<file path="config.mk">
export PLATFORM = sky130hd
export DESIGN_NAME = regfile_wb_arbiter_flat
export DESIGN_NICKNAME = d
export VERILOG_FILES = /design/src/rtl/regfile_wb_arbiter_pkg.sv /design/src/rtl/regfile_wb_arbiter_if.sv /design/src/rtl/regfile_wb_arbiter_wb_fifo.sv /design/src/rtl/regfile_wb_arbiter.sv /design/src/flat_wrapper.sv
export SDC_FILE = /design/constraint.sdc
export NUM_CORES = 1
export LEC_CHECK = 0
export CAP_MARGIN = 40
export CORE_AREA = 2 2 175 177
export DETAILED_ROUTE_END_ITERATION = 10
export DIE_AREA = 0 0 177 179
export PLACE_DENSITY_LB_ADDON = 0.1
export SETUP_SLACK_MARGIN = 0.3
export SYNTH_ARGS = -nofsm -noshare
export SYNTH_HDL_FRONTEND = slang
export SYNTH_SLANG_ARGS = --single-unit
</file>
<file path="constraint.sdc">
create_clock -name clock -period 2.61 [get_ports clock]
set_input_delay 0.522 -clock clock [delete_from_list [all_inputs] [get_ports clock]]
set_output_delay 0.522 -clock clock [all_outputs]
set_load 0.05 [all_outputs]
</file>
<file path="src/rtl/regfile_wb_arbiter_pkg.sv">
// Shared types and constants for the register-file write-back arbiter.
// Optional feature macro used by the top: WB_PERF_EN (conflict cycle counter).
package regfile_wb_arbiter_pkg;

    localparam int unsigned REG_AW         = 5;
    localparam int unsigned DATA_W         = 32;
    localparam int unsigned FP_BANK_OFFSET = 32;
    localparam int unsigned ENTRY_W        = REG_AW + DATA_W + 1;

    // Write-back source; SRC_NONE marks a cycle without a grant.
    typedef enum logic [1:0] {
        SRC_INT  = 2'd0,
        SRC_FPU  = 2'd1,
        SRC_LD   = 2'd2,
        SRC_NONE = 2'd3
    } src_t;

    // Round-robin pointer between the two buffered sources.
    typedef enum logic {
        RR_FPU = 1'b0,
        RR_LD  = 1'b1
    } rr_t;

    // One buffered write: destination, data, FP-bank select.
    typedef struct packed {
        logic [REG_AW-1:0] wa;
        logic [DATA_W-1:0] wd;
        logic              fl;
    } wb_entry_t;

    // Flat register-file index: FP bank occupies the upper 32 entries.
    function automatic logic [REG_AW:0] rfIndex(input logic fl, input logic [REG_AW-1:0] wa);
        logic [REG_AW:0] offset;
        offset = fl ? (REG_AW + 1)'(FP_BANK_OFFSET) : '0;
        return offset + {1'b0, wa};
    endfunction

endpackage

</file>
<file path="src/rtl/regfile_wb_arbiter_if.sv">
// Write-back bus between the producers (integer pipe, FPU, load unit),
// the arbiter and the register file write port.
interface regfile_wb_arbiter_if #(
    parameter int unsigned CNTW = 16
);
    import regfile_wb_arbiter_pkg::*;

    logic              int_valid;
    logic [REG_AW-1:0] int_wa;
    logic [DATA_W-1:0] int_wd;
    logic              int_float;

    logic              fpu_valid;
    logic              fpu_ready;
    logic [REG_AW-1:0] fpu_wa;
    logic [DATA_W-1:0] fpu_wd;
    logic              fpu_float;

    logic              ld_valid;
    logic              ld_ready;
    logic [REG_AW-1:0] ld_wa;
    logic [DATA_W-1:0] ld_wd;
    logic              ld_float;

    logic              rf_wen;
    logic [REG_AW-1:0] rf_wa;
    logic [DATA_W-1:0] rf_wd;
    logic              rf_floating;

    logic              idle;
    logic [CNTW-1:0]   conflict_cycles;

    modport master (
        output int_valid, int_wa, int_wd, int_float,
        output fpu_valid, fpu_wa, fpu_wd, fpu_float,
        output ld_valid, ld_wa, ld_wd, ld_float,
        input  fpu_ready, ld_ready,
        input  rf_wen, rf_wa, rf_wd, rf_floating,
        input  idle, conflict_cycles
    );

    modport slave (
        input  int_valid, int_wa, int_wd, int_float,
        input  fpu_valid, fpu_wa, fpu_wd, fpu_float,
        input  ld_valid, ld_wa, ld_wd, ld_float,
        output fpu_ready, ld_ready,
        output rf_wen, rf_wa, rf_wd, rf_floating,
        output idle, conflict_cycles
    );

endinterface

</file>
<file path="src/rtl/regfile_wb_arbiter_wb_fifo.sv">
// Synchronous FIFO of write-back entries (wa, wd, float); no fall-through.
// full is derived from the registered count only.
module wb_fifo
    import regfile_wb_arbiter_pkg::*;
#(
    parameter int unsigned QDEPTH = 4
) (
    input  logic                        clock,
    input  logic                        reset,
    input  logic                        push,
    input  wb_entry_t                   pushData,
    input  logic                        pop,
    output wb_entry_t                   popData,
    output logic                        full,
    output logic                        empty,
    output logic [$clog2(QDEPTH):0]     count
);

    localparam int unsigned PTRW = $clog2(QDEPTH);

    wb_entry_t        mem [QDEPTH];
    logic [PTRW-1:0]  wrPtr;
    logic [PTRW-1:0]  rdPtr;
    logic [PTRW:0]    used;
    logic             doPush;
    logic             doPop;

    assign full    = (used == (PTRW + 1)'(QDEPTH));
    assign empty   = (used == '0);
    assign count   = used;
    assign doPush  = push && !full;
    assign doPop   = pop && !empty;
    assign popData = mem[rdPtr];

    // Pointers wrap naturally at the power-of-2 depth; count tracks occupancy.
    always_ff @(posedge clock) begin
        if (reset) begin
            wrPtr <= '0;
            rdPtr <= '0;
            used  <= '0;
        end else begin
            if (doPush) wrPtr <= wrPtr + 1'b1;
            if (doPop)  rdPtr <= rdPtr + 1'b1;
            case ({doPush, doPop})
                2'b10:   used <= used + 1'b1;
                2'b01:   used <= used - 1'b1;
                default: used <= used;
            endcase
        end
    end

    // Storage array, written on accepted pushes only.
    always_ff @(posedge clock) begin
        if (doPush) mem[wrPtr] <= pushData;
    end

endmodule

</file>
<file path="src/rtl/regfile_wb_arbiter.sv">
// Register-file write-back arbiter: integer pipe has absolute priority,
// FPU and load results are buffered and drained round-robin into one
// registered write per cycle.
// Optional macro WB_PERF_EN: builds the saturating conflict_cycles counter.
module regfile_wb_arbiter
    import regfile_wb_arbiter_pkg::*;
#(
    parameter int unsigned QDEPTH = 4,
    parameter int unsigned CNTW   = 16
) (
    input  logic                  clock,
    input  logic                  reset,
    regfile_wb_arbiter_if.slave   bus
);

    localparam int unsigned CW = $clog2(QDEPTH) + 1;

    rr_t               rrState;
    rr_t               rrNext;
    src_t              grantSrc;

    wb_entry_t         fpuHead;
    wb_entry_t         ldHead;
    wb_entry_t         grantEntry;
    logic              fpuFull, fpuEmpty, ldFull, ldEmpty;
    logic [CW-1:0]     fpuCount, ldCount;
    logic              fpuPush, ldPush, fpuPop, ldPop;
    logic              intLive;

    logic              rfWen;
    logic [REG_AW-1:0] rfWa;
    logic [DATA_W-1:0] rfWd;
    logic              rfFloating;

    // Address 0 is handshaken normally but never enqueued or granted.
    assign intLive = bus.int_valid && (bus.int_wa != '0);
    assign fpuPush = bus.fpu_valid && !fpuFull && (bus.fpu_wa != '0);
    assign ldPush  = bus.ld_valid  && !ldFull  && (bus.ld_wa  != '0);

    assign bus.fpu_ready = !fpuFull;
    assign bus.ld_ready  = !ldFull;

    wb_fifo #(.QDEPTH(QDEPTH)) uFpuFifo (
        .clock    (clock),
        .reset    (reset),
        .push     (fpuPush),
        .pushData ('{wa: bus.fpu_wa, wd: bus.fpu_wd, fl: bus.fpu_float}),
        .pop      (fpuPop),
        .popData  (fpuHead),
        .full     (fpuFull),
        .empty    (fpuEmpty),
        .count    (fpuCount)
    );

    wb_fifo #(.QDEPTH(QDEPTH)) uLdFifo (
        .clock    (clock),
        .reset    (reset),
        .push     (ldPush),
        .pushData ('{wa: bus.ld_wa, wd: bus.ld_wd, fl: bus.ld_float}),
        .pop      (ldPop),
        .popData  (ldHead),
        .full     (ldFull),
        .empty    (ldEmpty),
        .count    (ldCount)
    );

    // Round-robin pointer register.
    always_ff @(posedge clock) begin
        if (reset) rrState <= RR_FPU;
        else       rrState <= rrNext;
    end

    // Grant selection; after any FIFO grant the pointer favours the other source,
    // which covers both the contended toggle and the single-source hand-off.
    always_comb begin
        grantSrc = SRC_NONE;
        rrNext   = rrState;
        if (intLive)
            grantSrc = SRC_INT;
        else if (!fpuEmpty && !ldEmpty)
            grantSrc = (rrState == RR_FPU) ? SRC_FPU : SRC_LD;
        else if (!fpuEmpty)
            grantSrc = SRC_FPU;
        else if (!ldEmpty)
            grantSrc = SRC_LD;
        if (grantSrc == SRC_FPU) rrNext = RR_LD;
        if (grantSrc == SRC_LD)  rrNext = RR_FPU;
    end

    // Pop strobes and the write selected for this cycle.
    always_comb begin
        fpuPop     = (grantSrc == SRC_FPU);
        ldPop      = (grantSrc == SRC_LD);
        grantEntry = '{wa: bus.int_wa, wd: bus.int_wd, fl: bus.int_float};
        if (grantSrc == SRC_FPU) grantEntry = fpuHead;
        if (grantSrc == SRC_LD)  grantEntry = ldHead;
    end

    // Registered write port; address/data hold when nothing is granted.
    always_ff @(posedge clock) begin
        if (reset) begin
            rfWen      <= 1'b0;
            rfWa       <= '0;
            rfWd       <= '0;
            rfFloating <= 1'b0;
        end else begin
            rfWen <= (grantSrc != SRC_NONE);
            if (grantSrc != SRC_NONE) begin
                rfWa       <= grantEntry.wa;
                rfWd       <= grantEntry.wd;
                rfFloating <= grantEntry.fl;
            end
        end
    end

    assign bus.rf_wen      = rfWen;
    assign bus.rf_wa       = rfWa;
    assign bus.rf_wd       = rfWd;
    assign bus.rf_floating = rfFloating;
    assign bus.idle        = (fpuCount == '0) && (ldCount == '0) && !rfWen;

`ifdef WB_PERF_EN
    logic [CNTW-1:0] conflictCount;

    // Count cycles where the integer pipe blocks a pending buffered write.
    always_ff @(posedge clock) begin
        if (reset)
            conflictCount <= '0;
        else if ((grantSrc == SRC_INT) && (!fpuEmpty || !ldEmpty) && (conflictCount != '1))
            conflictCount <= conflictCount + 1'b1;
    end

    assign bus.conflict_cycles = conflictCount;
`else
    assign bus.conflict_cycles = '0;
`endif

endmodule

</file>
<file path="src/flat_wrapper.sv">
// flat-port wrapper written by rule: the top's interface ports become plain ports
module regfile_wb_arbiter_flat import regfile_wb_arbiter_pkg::*;
#(
    parameter int unsigned QDEPTH = 4,
    parameter int unsigned CNTW   = 16
)
  (clock, reset, bus_int_valid, bus_int_wa, bus_int_wd, bus_int_float, bus_fpu_valid, bus_fpu_wa, bus_fpu_wd, bus_fpu_float, bus_ld_valid, bus_ld_wa, bus_ld_wd, bus_ld_float, bus_fpu_ready, bus_ld_ready, bus_rf_wen, bus_rf_wa, bus_rf_wd, bus_rf_floating, bus_idle, bus_conflict_cycles);
  regfile_wb_arbiter_if #(.CNTW(CNTW)) bus_i ();
  input  logic clock;
  input  logic reset;
  input wire logic [$bits(bus_i.int_valid)-1:0] bus_int_valid;
  input wire logic [$bits(bus_i.int_wa)-1:0] bus_int_wa;
  input wire logic [$bits(bus_i.int_wd)-1:0] bus_int_wd;
  input wire logic [$bits(bus_i.int_float)-1:0] bus_int_float;
  input wire logic [$bits(bus_i.fpu_valid)-1:0] bus_fpu_valid;
  input wire logic [$bits(bus_i.fpu_wa)-1:0] bus_fpu_wa;
  input wire logic [$bits(bus_i.fpu_wd)-1:0] bus_fpu_wd;
  input wire logic [$bits(bus_i.fpu_float)-1:0] bus_fpu_float;
  input wire logic [$bits(bus_i.ld_valid)-1:0] bus_ld_valid;
  input wire logic [$bits(bus_i.ld_wa)-1:0] bus_ld_wa;
  input wire logic [$bits(bus_i.ld_wd)-1:0] bus_ld_wd;
  input wire logic [$bits(bus_i.ld_float)-1:0] bus_ld_float;
  output wire logic [$bits(bus_i.fpu_ready)-1:0] bus_fpu_ready;
  output wire logic [$bits(bus_i.ld_ready)-1:0] bus_ld_ready;
  output wire logic [$bits(bus_i.rf_wen)-1:0] bus_rf_wen;
  output wire logic [$bits(bus_i.rf_wa)-1:0] bus_rf_wa;
  output wire logic [$bits(bus_i.rf_wd)-1:0] bus_rf_wd;
  output wire logic [$bits(bus_i.rf_floating)-1:0] bus_rf_floating;
  output wire logic [$bits(bus_i.idle)-1:0] bus_idle;
  output wire logic [$bits(bus_i.conflict_cycles)-1:0] bus_conflict_cycles;
  assign bus_i.int_valid = bus_int_valid;
  assign bus_i.int_wa = bus_int_wa;
  assign bus_i.int_wd = bus_int_wd;
  assign bus_i.int_float = bus_int_float;
  assign bus_i.fpu_valid = bus_fpu_valid;
  assign bus_i.fpu_wa = bus_fpu_wa;
  assign bus_i.fpu_wd = bus_fpu_wd;
  assign bus_i.fpu_float = bus_fpu_float;
  assign bus_i.ld_valid = bus_ld_valid;
  assign bus_i.ld_wa = bus_ld_wa;
  assign bus_i.ld_wd = bus_ld_wd;
  assign bus_i.ld_float = bus_ld_float;
  assign bus_fpu_ready = bus_i.fpu_ready;
  assign bus_ld_ready = bus_i.ld_ready;
  assign bus_rf_wen = bus_i.rf_wen;
  assign bus_rf_wa = bus_i.rf_wa;
  assign bus_rf_wd = bus_i.rf_wd;
  assign bus_rf_floating = bus_i.rf_floating;
  assign bus_idle = bus_i.idle;
  assign bus_conflict_cycles = bus_i.conflict_cycles;
  regfile_wb_arbiter #(.QDEPTH(QDEPTH), .CNTW(CNTW)) u_core (.clock(clock), .reset(reset), .bus(bus_i));
endmodule
</file>
Fig. 1: power grid
The bar under the picture is 50 microns long. Pins as bars on the die edge.
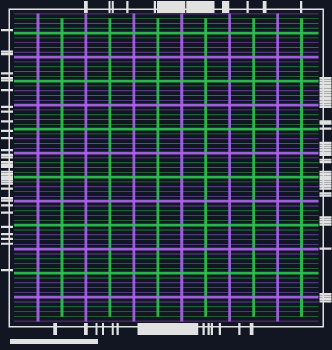
Key: VDD = green; VSS = purple
12 straps on met4. 65 met1 rails follow the rows. The core has 64 rows. 12 straps on met5. 177 signal pins sit on the boundary.
chip height: 179 microns
core area: 30000 sq um
Die W: 177 microns

Fig. 2: placed cells, one colour a class
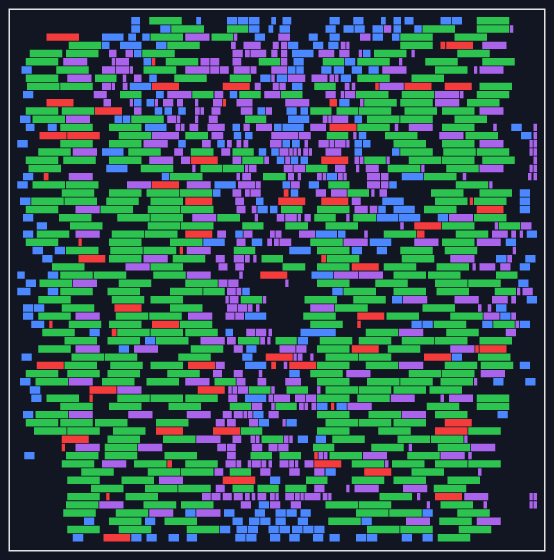
Key: remaining buffers and delay cells = blue [cells 238, share of their area 14%]; clock drivers and dummy loads = red [cells 68, share of their area 6.9%]; registers = green [cells 362, share of their area 57%]; remaining logic cells = purple [cells 414, share of their area 23%]

==> metrics.cfg <==
[run_status]
status=completed

[drt]
top_layer=met4
wl_met2_mm=14.7
drtPass1Iterations=5

[synthesis]
ys_seq_elements=362
fa_ha_area_share_pct=1.13
area_leaders=edfxtp_1 (62%), mux4_2 (12%), dfxtp_1 (7.9%)
yosysChipArea_sq_um=14600
common_cells=edfxtp_1 (304), inv_1 (84), mux4_2 (76)
syn_avg_cell_area_sq_um=17.7
synth_seq_share_pct=70.3
most_common_cell=edfxtp_1
ys_sh_aoi_pct=4.43

[worst_hold_path]
whs_endpoint=u_core.uLdFifo.mem[1][37]$_DFFE_PP_
min_from=bus_ld_wa[4]
min_path_cells=2

[clock_tree]
clock_path_buffers=3
clkTransAtPathRegs_ns=0.06
cts_tree=built
cts_resized=48
clock-root-buffer=clkbuf_16

[timing]
tns_ns=0
timing.final.crit_share_pct=88.8
rsz0062_at_grt=yes
setup_viol=0

[critical_path]
worstSetupPathType=flop to flop
r2r-start=u_core.uLdFifo.count[2]$_SDFFE_PP0P_
r2r_slack_ns=0.29
arrival_ns=2.76
timing.rr.end=u_core.uFpuFifo.count[2]$_SDFFE_PP0P_
start_kind=flop
worstRegToRegCells=9

[global_route]
grt_pass1_vias=7957
grt_use_met2_pct=30.5
gr-usage-met1_pct=30.1

[cells_and_area]
syn_to_final_growth_pct=27.6
drive_gt1_share_pct=25.2
nFillCells=2247
lay_top_cells=edfxtp_1 (304), clkdlybuf4s50_1 (142), inv_1 (81), mux4_2 (76), buf_4 (56)
final_area_sq_um=18700

[pwr]
power_leader=sequential cells

[placed_design]
io_buffer_count=160

[die]
fp_util_pct=48.8

[job]
max-cap-violations=0

Fig. 3: routed clock nets over the placement
The bar under the picture is 50 microns long.
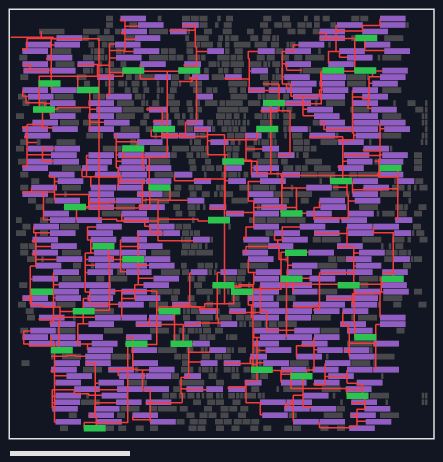
Key: clock-net drivers = green [count 38]; flip-flops = purple [count 362]; clock wires = red [length 4090 microns]
Position of the flops: widely spread. There are 39 routed clock nets.
Clock power frac: 28.0%
P_clk: 5.36 mW
clk ins delay skew pair: 0.51 ns
Worst Skew: 0.00889 ns

Fig. 4: metal layers overlaid
The bar under the picture is 50 microns long.
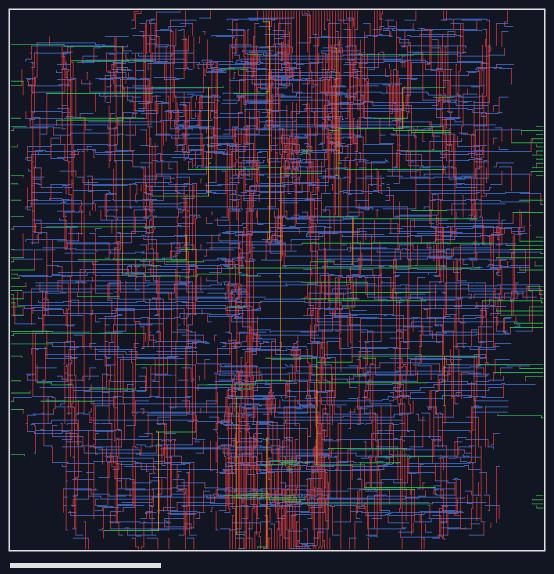
Key: M4 = orange [wire length 525 microns]; M2 = red [wire length 14700 microns]; M3 = green [wire length 1920 microns]; M1 = blue [wire length 14200 microns]
WL/cell: 21.2 microns
GRT Util Overall: 20.0%
Routed WL: 31.3 mm
routed vias: 7974

[per-stage QoR]
| stage | power, mW | utilization, % | instances |
|---|---|---|---|
| finish | 19.1 | 62.2 | 1478 |
| global route | 20.0 | 62.2 | 1478 |
| CTS | 19.2 | 62.1 | 1475 |
| detailed placement | 13.4 | 57.4 | 1397 |
| global placement | 13.4 | 57.4 | 1397 |
| floorplan | 11.3 | - | 842 |
[area by class of cell]
class | instances | area (sq um) | share of cell area [%]
Sequential cell | 362 | 10300 | 55.1
Timing Repair Buffer | 238 | 2470 | 13.2
Multi-Input combinational cell | 330 | 3860 | 20.7
Clock buffer | 50 | 1060 | 5.67
Tap cell | 396 | 495 | 2.65
Clock inverter | 18 | 189 | 1.01
Inverter | 84 | 315 | 1.69
No activity file was given, so power comes from the tool's default toggle rates.
